File: src/rtl/lsu_pkg.sv
// lsu_pkg: funct3 codes, FSM states and request legality check for the load/store unit.
package lsu_pkg;
  localparam logic [2:0] F3_B  = 3'b000;
  localparam logic [2:0] F3_H  = 3'b001;
  localparam logic [2:0] F3_W  = 3'b010;
  localparam logic [2:0] F3_BU = 3'b100;
  localparam logic [2:0] F3_HU = 3'b101;
  typedef enum logic [2:0] {IDLE, LOAD, LWAIT, STORE, RESP} state_t;
  function automatic logic bad_req(input logic st, input logic [2:0] f3, input logic [1:0] a);
    logic ill, mis;
    ill = st ? (f3 > F3_W) : (f3 == 3'b011 || f3[2:1] == 2'b11);
    mis = (f3[1:0] == 2'b01 && a[0]) || (f3[1:0] == 2'b10 && a != 2'b00);
    return ill || mis;
  endfunction
endpackage

File: src/rtl/lsu_load_align.sv
// lsu_load_align: extracts the addressed byte/half/word from a RAM word and extends it.
module lsu_load_align
  import lsu_pkg::*;
#(
  parameter int XLEN = 32
) (
  input  logic [XLEN-1:0] rdata_i,
  input  logic [1:0]      off_i,
  input  logic [2:0]      funct3_i,
  output logic [XLEN-1:0] data_o
);
  logic [7:0]  b;
  logic [15:0] h;
  always_comb begin
    b = rdata_i[{off_i, 3'b000} +: 8];
    h = off_i[1] ? rdata_i[31:16] : rdata_i[15:0];
    data_o = funct3_i == F3_B  ? {{(XLEN-8){b[7]}}, b} :
             funct3_i == F3_H  ? {{(XLEN-16){h[15]}}, h} :
             funct3_i == F3_W  ? rdata_i :
             funct3_i == F3_BU ? {{(XLEN-8){1'b0}}, b} :
             funct3_i == F3_HU ? {{(XLEN-16){1'b0}}, h} : '0;
  end
endmodule

File: src/rtl/load_store_unit.sv
// load_store_unit: single-outstanding RV32I load/store sequencer driving a word-addressed RAM.
module load_store_unit
  import lsu_pkg::*;
#(
  parameter int XLEN = 32
) (
  input  logic            clk,
  input  logic            reset,
  input  logic            req_valid,
  output logic            req_ready,
  input  logic            req_store,
  input  logic [2:0]      req_funct3,
  input  logic [XLEN-1:0] req_addr,
  input  logic [XLEN-1:0] req_wdata,
  output logic            rsp_valid,
  output logic [XLEN-1:0] rsp_rdata,
  output logic            rsp_error,
  output logic [XLEN-1:0] mem_addr,
  output logic            mem_rstrb,
  input  logic [XLEN-1:0] mem_rdata,
  output logic [XLEN-1:0] mem_wdata,
  output logic [3:0]      mem_wmask
);
  state_t state_q, state_d;
  logic [XLEN-1:0] addr_q, wdata_q, wdata_d, rdata_q, ld_data;
  logic [2:0] f3_q;
  logic err_q, accept, bad;
  logic [3:0] mask;

  lsu_load_align #(.XLEN(XLEN)) u_align (
    .rdata_i (mem_rdata),
    .off_i   (addr_q[1:0]),
    .funct3_i(f3_q),
    .data_o  (ld_data)
  );

  assign accept = req_valid && state_q == IDLE;
  assign bad = bad_req(req_store, req_funct3, req_addr[1:0]);
  assign wdata_d = req_funct3[1:0] == 2'b00 ? {4{req_wdata[7:0]}} :
                   req_funct3[1:0] == 2'b01 ? {2{req_wdata[15:0]}} : req_wdata;
  assign mask = f3_q[1:0] == 2'b00 ? 4'b0001 << addr_q[1:0] :
                f3_q[1:0] == 2'b01 ? (addr_q[1] ? 4'b1100 : 4'b0011) : 4'b1111;

  always_comb begin
    state_d = state_q;
    case (state_q)
      IDLE:    if (req_valid) state_d = bad ? RESP : req_store ? STORE : LOAD;
      LOAD:    state_d = LWAIT;
      LWAIT:   state_d = RESP;
      STORE:   state_d = RESP;
      default: state_d = IDLE;
    endcase
  end

  always_ff @(posedge clk or posedge reset) begin
    if (reset) begin
      state_q <= IDLE;
      addr_q  <= '0;
      wdata_q <= '0;
      rdata_q <= '0;
      f3_q    <= '0;
      err_q   <= 1'b0;
    end else begin
      state_q <= state_d;
      if (accept) begin
        addr_q  <= req_addr;
        wdata_q <= wdata_d;
        f3_q    <= req_funct3;
        err_q   <= bad;
        rdata_q <= '0;
      end
      if (state_q == LWAIT) rdata_q <= ld_data;
    end
  end

  // Strobes are gated by reset directly so an in-flight access is killed before the edge.
  assign mem_rstrb = state_q == LOAD && !reset;
  assign mem_wmask = (state_q == STORE && !reset) ? mask : 4'b0000;
  assign req_ready = state_q == IDLE;
  assign rsp_valid = state_q == RESP;
  assign rsp_error = rsp_valid && err_q;
  assign rsp_rdata = rdata_q;
  assign mem_addr  = addr_q;
  assign mem_wdata = wdata_q;
endmodule

File: config.mk
export PLATFORM = sky130hd
export DESIGN_NAME = load_store_unit
export DESIGN_NICKNAME = d
export VERILOG_FILES = /design/src/rtl/lsu_pkg.sv /design/src/rtl/lsu_load_align.sv /design/src/rtl/load_store_unit.sv
export SDC_FILE = /design/constraint.sdc
export NUM_CORES = 1
export LEC_CHECK = 0
export ABC_AREA = 0
export CAP_MARGIN = 20
export CORE_UTILIZATION = 45
export CTS_CLUSTER_SIZE = 14
export DETAILED_ROUTE_END_ITERATION = 8
export PLACE_DENSITY = 0.91
export SLEW_MARGIN = 10
export SYNTH_ARGS = -nofsm -noshare
export SYNTH_HDL_FRONTEND = slang
export SYNTH_SLANG_ARGS = --single-unit
File: constraint.sdc
create_clock -name clk -period 7.45 [get_ports clk]
set_clock_uncertainty 0.15 [all_clocks]
set_input_delay 1.49 -clock clk [delete_from_list [all_inputs] [get_ports clk]]
set_output_delay 1.49 -clock clk [all_outputs]
set_load 0.005 [all_outputs]
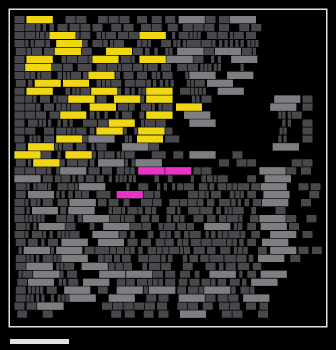
Figure 1: run 1, sequential cells coloured by netlist name.
Scale bar: 20 um. Other sequential cells in the stronger grey, the rest of the logic in the fainter grey.
| netlist name | colour | flops |
|---|---|---|
| `mem_wdata` | yellow | 32 |
| `f3_q` | magenta | 3 |
not coloured: 68
seq pwr: 0.000856 W
register area: 2580 um^2

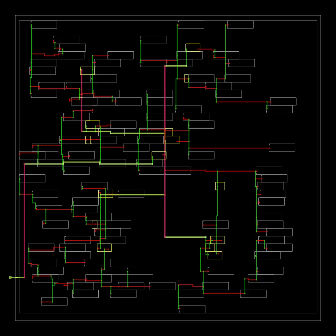
Figure 2: run 1, clock routing.
CTS buffer count: 9
Clk. pwr: 0.000310 W
clock buffers: 11

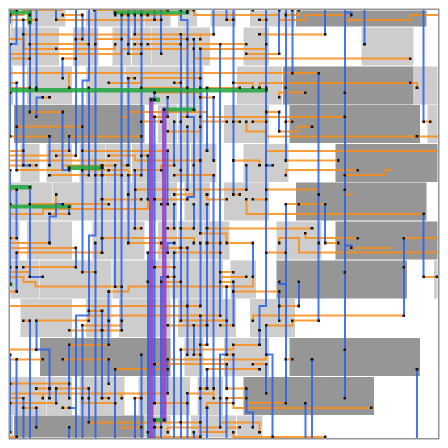
Figure 3: run 1, layout detail.
Window x 66 to 96, y 12 to 42 um. Cells in grey, sequential cells in the stronger grey; small squares are vias.
| layer | colour |
|---|---|
| metal 1 | orange |
| metal 3 | green |
| metal 4 | purple |
| metal 2 | blue |
most frequent: a21oi_1 (13), dfrtp_1 (11)
sequential cells in the window: 11
cells with their middle in the window: 65
netlist names of flops here include: `rsp_rdata` (11)

==> Slide: Implementation Results, run 1 <==
Physical Implementation Snapshot

Clock tree
  • PostCTS Resize Cnt: 0
  • Clk slew on worst S/H paths: roughly 0.08 ns
  • TritonCTS clock tree: built
  • Clock root buffer: clkbuf_8
  • Post-CTS setup buffers: 0
  • Max clock buf depth: 2
  • H-tree Lvls: 3
  • Late-Pin Clk Latency: between 0.3 and 0.4 ns
  • Clk sinks: around 100
  • Hold-fix buffers, CTS: 0

Critical path
  • Worst setup path startpoint: reset
  • CP Capture Point: mem_wmask[3]
  • Worst EP required: about 5.8 ns
  • CP bufs+invs: 3
  • Slowest stage cell, crit path: clkdlybuf4s50_1
  • Critical path type: in2out
  • CP arrival: about 3.5 ns
  • Reg2Reg Capture Point: rsp_rdata[20]$_DFFE_PP0P_
  • Cell mode on critical path: clkdlybuf4s50_1
  • Critical Path End Type: primary output
  • CP top delay family: buffers and inverters
  • Worst reg-to-reg path cell count: 4
  • R2R Setup Slk: 4.69 ns
  • Crit path largest cell delay: ~0.53 ns
  • Reg2reg start: mem_addr[1]$_DFFE_PP0P_
  • Worst path cell trace: clkdlybuf4s50_1 > inv_4 > nand4b_1 > a21oi_1 > clkdlybuf4s50_1
  • Setup crit start kind: primary input
  • Worst path depth: 5
  • CP max FO: 50

Final layout
  • Commonest non-fill, non-tap cells in the layout: clkdlybuf4s50_1, nand2_1, dfrtp_1
  • Antenna diodes: 0
  • Cell area after layout: approximately 7300 um^2
  • Post-Layout Cell Count: between 800 and 900
  • Commonest Layout Cell: clkdlybuf4s50_1
  • Fill count: approximately 860
  • Area Growth Syn to Fin: 44.7%
  • Fraction of layout cells with a size suffix above 1: 0.0599
  • Post-layout util: 0.672
  • Fin nets: ~830

Status
  • Status: completed

Power and ir drop
  • Leak: roughly 3.2 nW
  • Design Power: roughly 0.0020 W
  • PwrDens: roughly 270 nW/um^2
  • Peak supply drop: 177 uV

Die
  • Io pins: 207
  • Cell row count: 38
  • Die y size: 108 um
  • DIE AREA: 11,700 um^2
  • Core area: between 10,000 and 15,000 um^2
  • Starting Density: 0.464
  • Chip width: ~110 um

GRT
  • Global-route wire length before repair: 24,300 um
  • Gr usage total: 0.272
  • Largest net degree at the start of global routing: between 60 and 70
  • Overflow after GRT: 0
  • Vias in the first global route: between 4,000 and 5,000
  • Initial antenna violation count: 0

Worst hold path
  • Worst min-delay path class: reg2reg
  • WHS Path Cells: 2

STA
  • Post-route clock period utilization: 0.690
  • Final Slew Violations: 0
  • Max Clock Freq: 194 MHz
  • Final min period: ~5.1 ns
  • RSZ-0062 raised after global routing: no
  • Max transition margin: 0.334
  • Final Hold Vio Count: 0
  • Fin Setup TNS: 0 ns
  • Final-report setup violation count: 0
  • Worst-Margin Slew: between 0.9 and 1 ns

Place
  • Area post-placement: 7140 um^2
  • HPWL Detailed: approximately 11,000 um
  • GP Congestion: 0.918
  • Count of buffers from port buffering: between 200 and 250
  • Inst Count DP: roughly 860

Route
  • Met3 WL: 1380 um
  • Drt drc: 0
  • Routed vias/inst: 5.52
  • Vias: a little under 5,000
  • Number of DRC markers in iteration 0: roughly 320
  • DR top layer: met4
  • Routed length on met1: between 6000 and 7000 um
  • Routed WL per cell: ~18 um
  • Wire length on met2: ~7500 um
  • Drt first pass iters: 5
  • Post-DRT Antenna Nets: 0
  • Post-Route WL: 15,400 um

Synth
  • Cells after Synth: between 500 and 600
  • Yosys stat cell total: between 500 and 600
  • Post-synthesis async set-or-reset flop share: 1.00
  • Syn Area/Cell: a little over 9 um^2
  • Yosys warning tally: 0
  • Mapped Nets: approximately 650
  • EDFF count, synth: 0
  • Mapped cell area: 5060 um^2
  • Commonest flop: dfrtp_1
  • Seq/Total Area, Yosys: 0.510
  • Yosys chip area: about 5000 um^2
  • Synth cell types: 50
  • FF+latch count, synth: a little over 100

Run
  • OpenROAD warning count: 26
  • Max cap viols: 0
## run 1: layer usage
layer | global-route usage | vias to the layer above
li1 | - | 2263
met3 | 0.0868 | 41
met1 | 0.340 | 2283
met5 | 0 | -
met2 | 0.431 | 237
met4 | 0.120 | 0
## run 1: how the worst min path moves through the flow
stage,from,to
2_1_floorplan,err_q$_DFFE_PP0P_,err_q$_DFFE_PP0P_
5_1_grt,mem_addr[6]$_DFFE_PP0P_,mem_addr[6]$_DFFE_PP0P_
3_3_place_gp,mem_addr[26]$_DFFE_PP0P_,mem_addr[26]$_DFFE_PP0P_
4_1_cts,mem_wdata[6]$_DFFE_PP0P_,mem_wdata[6]$_DFFE_PP0P_
3_5_place_dp,mem_wdata[6]$_DFFE_PP0P_,mem_wdata[6]$_DFFE_PP0P_
6_report,mem_wdata[6]$_DFFE_PP0P_,mem_wdata[6]$_DFFE_PP0P_
## run 1: flip-flops by register name (all words and copies together) (netlist names)
register	cells
f3_q	3
mem_wdata	32
rsp_rdata	32
mem_addr	32
err_q	1
state_q	3
## run 1: cells in the mapped netlist (5+ instances only)
master	instances	area, um^2
mux2_2	15	169
buf_2	12	60.1
mux2i_1	33	330
and3_1	6	37.5
o21ai_0	42	210
nor2_1	19	71.3
clkbuf_1	20	75.1
a21oi_1	39	195
a22o_1	8	70.1
nand2_1	162	608
dfrtp_1	103	2580
o2bb2ai_1	16	140
nand3_1	5	25.0
## run 1: report_power, final
| part | internal, W | switching, W |
|---|---|---|
| logic | 0.000468 | 0.000368 |
| clock network | 0.000122 | 0.000188 |
| registers | 0.000713 | 0.000143 |
## run 1: worst reg2reg max path, stage by stage, from the launching register on
cell and delay, ns:
dfrtp_1 1.01, mux2i_1 0.34, a211oi_2 0.89, a21oi_1 0.12, o2bb2ai_1 0.19
## run 1: final cells by class
| cell class | count | area (um^2) | share of cell area |
|---|---|---|---|
| timing repair buffer | 212 | 2100 | 0.288 |
| sequential | 103 | 2580 | 0.352 |
| inverter | 5 | 21.3 | 0.00291 |
| multi-input combinational | 398 | 2270 | 0.311 |
| clock inverter | 5 | 35.0 | 0.00479 |
| clock buffer | 11 | 131 | 0.0180 |
| tap | 140 | 175 | 0.0239 |
## run 1: logic make-up (layout without fill, tap and decap cells)
kind of cell,after synthesis,count (layout),synth area share
muxes,48,48,0.0987
DFF,103,103,0.510
and+or+nand+nor,217,217,0.181
buffers and inverters,45,233,0.0416
AOI/OAI and AO/OA,133,133,0.169
## run 1: metrics by stage
step	hold slack, ns	setup slack [ns]
after floorplan	0.292	1.43
after global placement	0.308	2.40
after detailed placement	0.312	2.28
after CTS	0.334	2.26
after global routing	0.353	2.11
final	0.329	2.31
==> run 1 -> run 2 <==
CORE_UTILIZATION = 43   (was 45)
PLACE_DENSITY = 0.88   (was 0.91)
clock period = 4.9 ns   (was 7.45 ns; I/O delays follow)
==> run 2 against run 1 <==
Setup slack got worse by 1.4 ns. Utilization decreased by 1.7 points. Via count grew 0.62%. Flip-flop count unchanged. Synthesized cell count unchanged. Critical path depth did not move. Non-clock buffer count shrank 1. Routed wire length is 1.6% lower. Hold slack about the same. Clock power rose by 130%. Highest routed layer unchanged.
==> Slide: Implementation Results, run 2 <==
Physical Implementation Snapshot

Clock tree
  • H-tree Lvls: 3 (unchanged)
  • TritonCTS clock tree: built
  • Post-CTS setup buffers: 0 (unchanged)
  • Max clock buf depth: 2 (unchanged)
  • Clk sinks: 103 (unchanged)
  • Hold-fix buffers, CTS: 0 (unchanged)
  • CTS buffer count: 9 (unchanged)
  • PostCTS Resize Cnt: 0 (unchanged)
  • Clock root buffer: clkbuf_16
  • Clk slew on worst S/H paths: 0.06 ns (-0.02 ns)

Synth
  • Synth top area share: 0.510 (unchanged)
  • FF+latch count, synth: 103 (unchanged)
  • Yosys stat cell total: 546 (unchanged)
  • Commonest flop: dfrtp_1
  • Mapped cell area: 5060 um^2 (unchanged)
  • Area leader, netlist: dfrtp_1
  • Yosys top cell by instances: nand2_1
  • Top cells by area: dfrtp_1, nand2_1, mux2i_1
  • Seq/Total Area, Yosys: 0.510 (unchanged)
  • Mapped Nets: 649 (unchanged)
  • Cells after Synth: 546 (unchanged)
  • Post-synthesis async set-or-reset flop share: 1.00 (unchanged)
  • Synth cell count leaders: nand2_1, dfrtp_1, o21ai_0
  • Yosys chip area: 5060 um^2 (unchanged)
  • Syn Area/Cell: 9.26 um^2 (unchanged)
  • Yosys warning tally: 0 (unchanged)
  • Synth cell types: 50 (unchanged)
  • EDFF count, synth: 0 (unchanged)

Route
  • Number of DRC markers in iteration 0: 264 (-17%)
  • Post-DRT Antenna Nets: 0 (unchanged)
  • Post-Route WL: 15,100 um (-1.6%)
  • Routed vias/inst: 5.54 (+0.39%)
  • Drt drc: 0 (unchanged)
  • Routed WL per cell: 17.3 um (-1.8%)
  • Drt first pass iters: 5 (unchanged)
  • Vias: 4,854 (+0.62%)

Final layout
  • Commonest non-fill, non-tap cells in the layout: clkdlybuf4s50_1, nand2_1, dfrtp_1
  • Area Growth Syn to Fin: 47.9%
  • Fin nets: 831 (-0.12%)
  • Fraction of layout cells with a size suffix above 1: 0.0628 (+0.00281)
  • Antenna diodes: 0 (unchanged)
  • Commonest Layout Cell: clkdlybuf4s50_1

Die
  • DIE AREA: 12,200 um^2 (+4.6%)
  • Die y size: 110 um (+2.3%)
  • Io pins: 207 (unchanged)
  • Chip width: 110 um (+2.3%)
  • Starting Density: 0.443 (-0.0216)
  • Core area: 11,400 um^2 (+4.9%)
  • Cell row count: 39 (+2.6%)

Status
  • Status: completed

Power and ir drop
  • Leak: 3.28 nW (+1.7%)
  • Design Power: 0.00328 W (+64%)
  • PwrDens: 439 nW/um^2 (+60%)
  • Peak supply drop: 279 uV (+58%)

GRT
  • Global-route wire length before repair: 24,500 um (+1.0%)
  • Initial antenna violation count: 0 (unchanged)
  • Vias in the first global route: 4,821 (-0.19%)
  • Gr usage total: 0.251 (-0.0208)
  • Largest net degree at the start of global routing: 90 (+32%)
  • Overflow after GRT: 0 (unchanged)

Worst hold path
  • Worst min-delay path class: reg2reg
  • WHS Path Cells: 2 (unchanged)

Run
  • OpenROAD warning count: 26 (unchanged)
  • Max cap viols: 0 (unchanged)

Place
  • HPWL Detailed: 10,900 um (-3.7%)
  • Count of buffers from port buffering: 206 (unchanged)
  • GP Congestion: 0.959 (+4.5%)

Critical path
  • Setup crit start kind: primary input
  • Worst reg-to-reg path cell count: 4 (unchanged)
  • Worst EP required: 3.77 ns (-2.04 ns)
  • Critical Path End Type: primary output
  • Critical path type: in2out
  • CP arrival: 2.84 ns (-0.66 ns)
  • CP max FO: 16 (-68%)

STA
  • Max transition margin: 0.298 (-0.0364)
  • Final Hold Vio Count: 0 (unchanged)
  • Max Clock Freq: 252 MHz
  • Final Slew Violations: 0 (unchanged)
  • Final min period: 3.97 ns
  • Post-route clock period utilization: 0.810
  • Fin Setup TNS: 0 ns (unchanged)
  • Worst-Margin Slew: 1.05 ns (+0.0545 ns)
  • Final-report setup violation count: 0 (unchanged)
  • RSZ-0062 raised after global routing: no
run 2: worst max-delay path, stage by stage:
cell and delay, ns:
clkdlybuf4s50_1 0.46, clkinvlp_4 0.27, nand4b_1 0.34, nor2_1 0.26, clkdlybuf4s50_1 0.53
run 2: worst paths after layout:
check | from | endpoint | slack, ns
max | reset | mem_wmask[0] | 0.93
min | mem_addr[5]$_DFFE_PP0P_ | mem_addr[5]$_DFFE_PP0P_ | 0.33
min reg2reg | mem_addr[5]$_DFFE_PP0P_ | mem_addr[5]$_DFFE_PP0P_ | 0.33
max in group asynchronous | reset | mem_addr[31]$_DFFE_PP0P_ | 2.71
max reg2reg | mem_addr[1]$_DFFE_PP0P_ | rsp_rdata[21]$_DFFE_PP0P_ | 2.06
min in group asynchronous | reset | mem_addr[27]$_DFFE_PP0P_ | 0.83
run 2: kinds of logic after synthesis:
kind of cell	after synthesis	synth area share
AND-OR/OR-AND	133	0.169
buffers and inverters	45	0.0416
multiplexers	48	0.0987
AND/OR/NAND/NOR	217	0.181
flip-flops	103	0.510
run 2: area by class of cell:
class                      count  area (um^2)
clock buffer                  11          243
clock inverter                 5         57.6
fill                         937         3940
inverter                       5         22.5
multi-input combinational    398         2280
sequential                   103         2580
tap                          143          179
timing repair buffer         211         2120
run 2: routing by layer:
layer  GRT usage  vias up  share of wire
li1            -     2264              -
met1       0.319     2301           0.41
met2       0.420      243           0.48
met3      0.0472       46          0.071
met4       0.108        0          0.036
met5           0        -              0
run 2: report_power, final:
group	internal, W	total (W)	switching [W]
combinational	0.000714	0.00126	0.000550
sequential	0.00109	0.00130	0.000215
clock	0.000409	0.000717	0.000308
total	0.00221	0.00328	0.00107
run 2: stage by stage:
stage | std cells | area, um^2 | utilization | setup WS (ns) | hold WS [ns]
detailed placement | 859 | 7140 | 0.626 | 0.906 | 0.316
CTS | 875 | 7440 | 0.652 | 0.905 | 0.332
global route | 876 | 7480 | 0.655 | 0.752 | 0.351
finish | 876 | 7480 | 0.655 | 0.933 | 0.330
global placement | 859 | 7140 | 0.626 | 0.912 | 0.307
floorplan | 546 | 5060 | - | 0.730 | 0.292
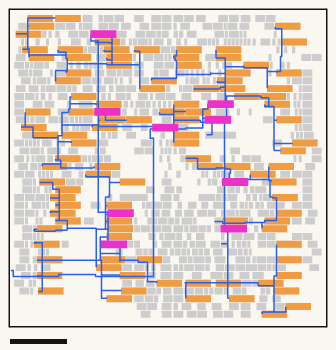
Figure 4: run 2, clock wires, drivers and flops.
Scale bar: 20 um.
[clock wires] blue | length: 1,180 um
[flip-flops] orange | count: 103
[clock drivers] magenta | count: 9
routed clock nets: 10
Late-Pin Clk Latency: 0.34 ns
power share of the clock group: 0.218
Clk. pwr: 0.000717 W

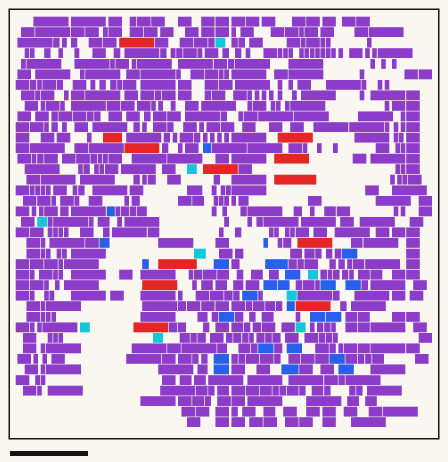
Figure 5: run 2, drive-strength map.
Scale bar: 20 um.
| size | colour | cells | share |
|---|---|---|---|
| _2 cells | blue | 25 | 3.4% |
| _6 and larger | red | 12 | 1.6% |
| _0 and _1 cells | purple | 687 | 94% |
| _3 and _4 cells | cyan | 9 | 1.2% |
Non-Clock Buffer Count: 211
Worst Slack Setup Final: 0.933 ns

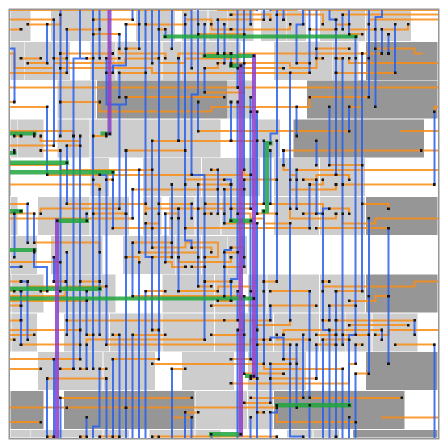
Figure 6: run 2, layout detail.
Window x 68 to 98, y 13 to 43 um. Cells in grey, sequential cells in the stronger grey; small squares are vias.
| layer | colour |
|---|---|
| metal 3 | green |
| metal 2 | blue |
| metal 1 | orange |
| metal 4 | purple |
netlist names of flops here include: `rsp_rdata` (9)
most frequent: a21oi_1 (9), clkdlybuf4s50_1 (9), dfrtp_1 (9)
cells with their middle in the window: 73
sequential cells in the window: 9

Figure 7. Clock routing (run 2).
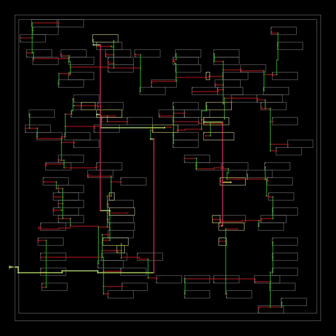

==> run 2 -> run 3 <==
clock period = 4.1 ns   (was 4.9 ns; I/O delays follow)
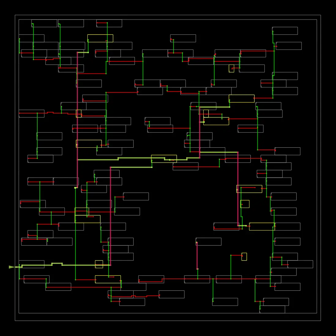
Figure 8: run 3, clock routing.
clock buffers: 10
flop count: 103
Clk. pwr: 0.000798 W
clk sinks: 103

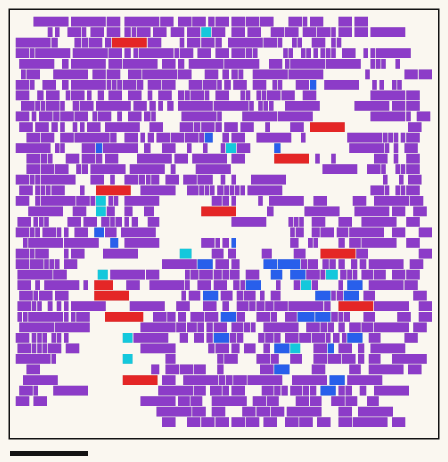
Figure 9: run 3, drive-strength map.
Scale bar: 20 um.
| size | colour | cells | share |
|---|---|---|---|
| _3 and _4 cells | cyan | 11 | 1.5% |
| _0 and _1 cells | purple | 687 | 93% |
| _2 cells | blue | 27 | 3.7% |
| _6 and larger | red | 11 | 1.5% |
cell area after layout: 7470 um^2
Area Growth Syn to Fin: 47.8%
Non-Clock Buffer Count: 214
Worst Slack Setup Final: 0.715 ns

==> run 3 against run 2 <==
Sequential power rose by 17%. Cell area is essentially flat. Largest cell class unchanged. Clock power up 11%.
==> Slide: Implementation Results, run 3 <==
Physical Implementation Snapshot

Synth
  • Complex Gates by Area: 0.169 (unchanged)
  • Commonest flop: dfrtp_1
  • Top logic family: simple AND/OR/NAND/NOR gates
  • Synth cell types: 50 (unchanged)
  • Top cells by area: dfrtp_1, nand2_1, mux2i_1
  • Mux frac, synth: 0.0987 (unchanged)
  • Cells after Synth: 546 (unchanged)
  • EDFF count, synth: 0 (unchanged)
  • Adder share: 0 (unchanged)
  • Post-synthesis async set-or-reset flop share: 1.00 (unchanged)
  • Synth cell count leaders: nand2_1, dfrtp_1, o21ai_0
  • Yosys chip area: 5060 um^2 (unchanged)
  • Synth top area share: 0.510 (unchanged)
  • Mapped Nets: 649 (unchanged)
  • Seq/Total Area, Yosys: 0.510 (unchanged)
  • Yosys top cell by instances: nand2_1
  • Synth Area in Simple Gates: 0.181 (unchanged)
  • Yosys stat cell total: 546 (unchanged)
  • Syn Area/Cell: 9.26 um^2 (unchanged)
  • Yosys warning tally: 0 (unchanged)
  • Mapped cell area: 5060 um^2 (unchanged)
  • FF+latch count, synth: 103 (unchanged)
  • Area fraction in xor and xnor cells: 0 (unchanged)

Final layout
  • Antenna diodes: 0 (unchanged)
  • Fill count: 939 (+0.21%)
  • Fraction of layout cells with a size suffix above 1: 0.0666 (+0.00382)
  • Fin nets: 834 (+0.36%)
  • Commonest Layout Cell: clkdlybuf4s50_1
  • Commonest non-fill, non-tap cells in the layout: clkdlybuf4s50_1, nand2_1, dfrtp_1

Critical path
  • Critical Path End Type: primary output
  • Reg2reg start: mem_addr[0]$_DFFE_PP0P_
  • Setup crit start kind: primary input
  • R2R Setup Slk: 1.45 ns (-0.61 ns)
  • CP arrival: 2.42 ns (-0.42 ns)
  • Worst EP required: 3.13 ns (-0.64 ns)
  • Worst reg-to-reg path cell count: 3 (-1)
  • Reg2Reg Capture Point: rsp_rdata[0]$_DFFE_PP0P_
  • CP max FO: 4 (-12)
  • Critical path type: in2out

GRT
  • Global-route wire length before repair: 25,300 um (+3.1%)
  • Initial antenna violation count: 0 (unchanged)
  • Vias in the first global route: 4,986 (+3.4%)
  • Largest net degree at the start of global routing: 93 (+3.3%)
  • Overflow after GRT: 0 (unchanged)
  • Gr usage total: 0.261 (+0.00956)

Clock tree
  • Late-Pin Clk Latency: 0.34 ns (about the same)
  • CTS buffer count: 9 (unchanged)
  • TritonCTS clock tree: built
  • H-tree Lvls: 3 (unchanged)
  • Max clock buf depth: 2 (unchanged)
  • PostCTS Resize Cnt: 0 (unchanged)
  • Clock root buffer: clkbuf_16
  • Hold-fix buffers, CTS: 0 (unchanged)
  • Post-CTS setup buffers: 0 (unchanged)
  • Clk slew on worst S/H paths: 0.07 ns (about the same)

Die
  • DIE AREA: 12,200 um^2 (unchanged)
  • Chip width: 110 um (unchanged)
  • Starting Density: 0.443 (unchanged)
  • Cell row count: 39 (unchanged)
  • Io pins: 207 (unchanged)
  • Core area: 11,400 um^2 (unchanged)
  • Die y size: 110 um (unchanged)

STA
  • Post-route clock period utilization: 0.826
  • Max transition margin: 0.380 (+0.0827)
  • Final Hold Vio Count: 0 (unchanged)
  • Final min period: approximately 3.4 ns
  • RSZ-0062 raised after global routing: no
  • Final Slew Violations: 0 (unchanged)
  • Worst-Margin Slew: 0.928 ns (-0.126 ns)
  • Max Clock Freq: 295 MHz
  • Fin Setup TNS: 0 ns (unchanged)
  • Final-report setup violation count: 0 (unchanged)

Worst hold path
  • Hold path start: mem_addr[30]$_DFFE_PP0P_
  • Worst min-delay path class: reg2reg
  • WHS Endpoint: mem_addr[30]$_DFFE_PP0P_
  • WHS Path Cells: 2 (unchanged)

Power and ir drop
  • PwrDens: 518 nW/um^2 (+18%)
  • Leak: 3.30 nW (+0.45%)
  • Peak supply drop: 307 uV (+10%)

Run
  • OpenROAD warning count: 26 (unchanged)
  • Max cap viols: 0 (unchanged)

Route
  • Routed vias/inst: 5.58 (+0.73%)
  • Post-DRT Antenna Nets: 0 (unchanged)
  • Drt drc: 0 (unchanged)
  • Drt first pass iters: 5 (unchanged)
  • Post-Route WL: 15,500 um (+2.4%)
  • Number of DRC markers in iteration 0: 336 (+27%)
  • Vias: 4,906 (+1.1%)
  • Routed WL per cell: 17.6 um (+2.1%)

Place
  • GP Congestion: 0.953 (-0.68%)
  • Count of buffers from port buffering: 206 (unchanged)
  • Pre-CTS setup slack: 0.714 ns (-0.192 ns)
  • HPWL Detailed: 11,300 um (+3.9%)

Status
  • Status: completed
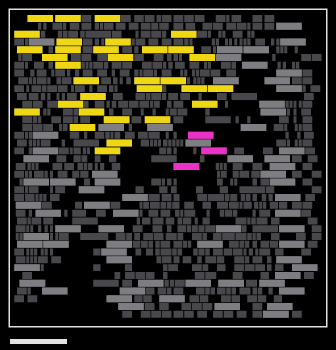
Figure 10: run 3, sequential cells coloured by netlist name.
Scale bar: 20 um. Other sequential cells in the stronger grey, the rest of the logic in the fainter grey.
| netlist name | colour | flops |
|---|---|---|
| `f3_q` | magenta | 3 |
| `mem_wdata` | yellow | 32 |
not coloured: 68
flop share of the area: 0.345
post-layout util: 0.655

[run 3: cell counts after synthesis]
Identical to the previous run, type by type.
[run 3: worst max-delay path, stage by stage]
cell and delay, ns:
clkdlybuf4s50_1 0.45, clkinvlp_4 0.09, nand4b_1 0.29, nor2_1 0.19
clkdlybuf4s50_1 0.57
[run 3: worst max path at each step]
stage	endpoint	slack, ns	startpoint	depth (start not counted)
detailed placement	mem_wmask[2]	0.71	reset	5
CTS	mem_wmask[2]	0.71	reset	5
floorplan	mem_wmask[0]	0.25	reset	3
finish	mem_wmask[2]	0.71	reset	5
global route	mem_wmask[0]	0.60	reset	5
global placement	mem_wmask[2]	0.72	reset	5
[run 3: metrics by stage]
| step | util | cells | cell area (um^2) | total power, W | hold WS (ns) |
|---|---|---|---|---|---|
| 3_3_place_gp | 0.628 | 862 | 7170 | 0.00300 | 0.306 |
| 5_1_grt | 0.655 | 879 | 7470 | 0.00411 | 0.352 |
| 6_report | 0.655 | 879 | 7470 | 0.00387 | 0.323 |
| 4_1_cts | 0.652 | 878 | 7440 | 0.00390 | 0.329 |
| 2_1_floorplan | - | 546 | 5060 | 0.00221 | 0.292 |
| 3_5_place_dp | 0.628 | 862 | 7170 | 0.00308 | 0.313 |
[run 3: logic make-up after synthesis]
| kind of cell | Yosys count |
|---|---|
| and+or+nand+nor | 217 |
| DFF | 103 |
| AOI/OAI and AO/OA | 133 |
| buffers and inverters | 45 |
| muxes | 48 |
[run 3: cell type report]
| type | instances | area (um^2) | area share |
|---|---|---|---|
| clock buffer | 10 | 239 | 0.0320 |
| clock inverter | 6 | 36.3 | 0.00485 |
| inverter | 5 | 22.5 | 0.00301 |
| multi-input combinational | 398 | 2280 | 0.305 |
| sequential | 103 | 2580 | 0.345 |
| tap | 143 | 179 | 0.0239 |
| timing repair buffer | 214 | 2140 | 0.287 |
[run 3: power by group]
| group | switching (W) | leakage, nW | internal (W) | total, W |
|---|---|---|---|---|
| Combinational | 0.000692 | 1.84 | 0.000860 | 0.00155 |
| Clock | 0.000373 | 0.138 | 0.000425 | 0.000798 |
| Sequential | 0.000224 | 1.31 | 0.00130 | 0.00152 |
| Total | 0.00129 | 3.30 | 0.00258 | 0.00387 |
[run 3: per-layer routing]
layer,vias up,part of all wire,routed length (um),global-route usage
li1,2267,-,-,-
met1,2347,0.40,6190,0.312
met2,231,0.48,7410,0.422
met3,61,0.075,1160,0.0703
met4,0,0.048,748,0.154
met5,-,0,0,0
No activity file was given, so power comes from the tool's default toggle rates.
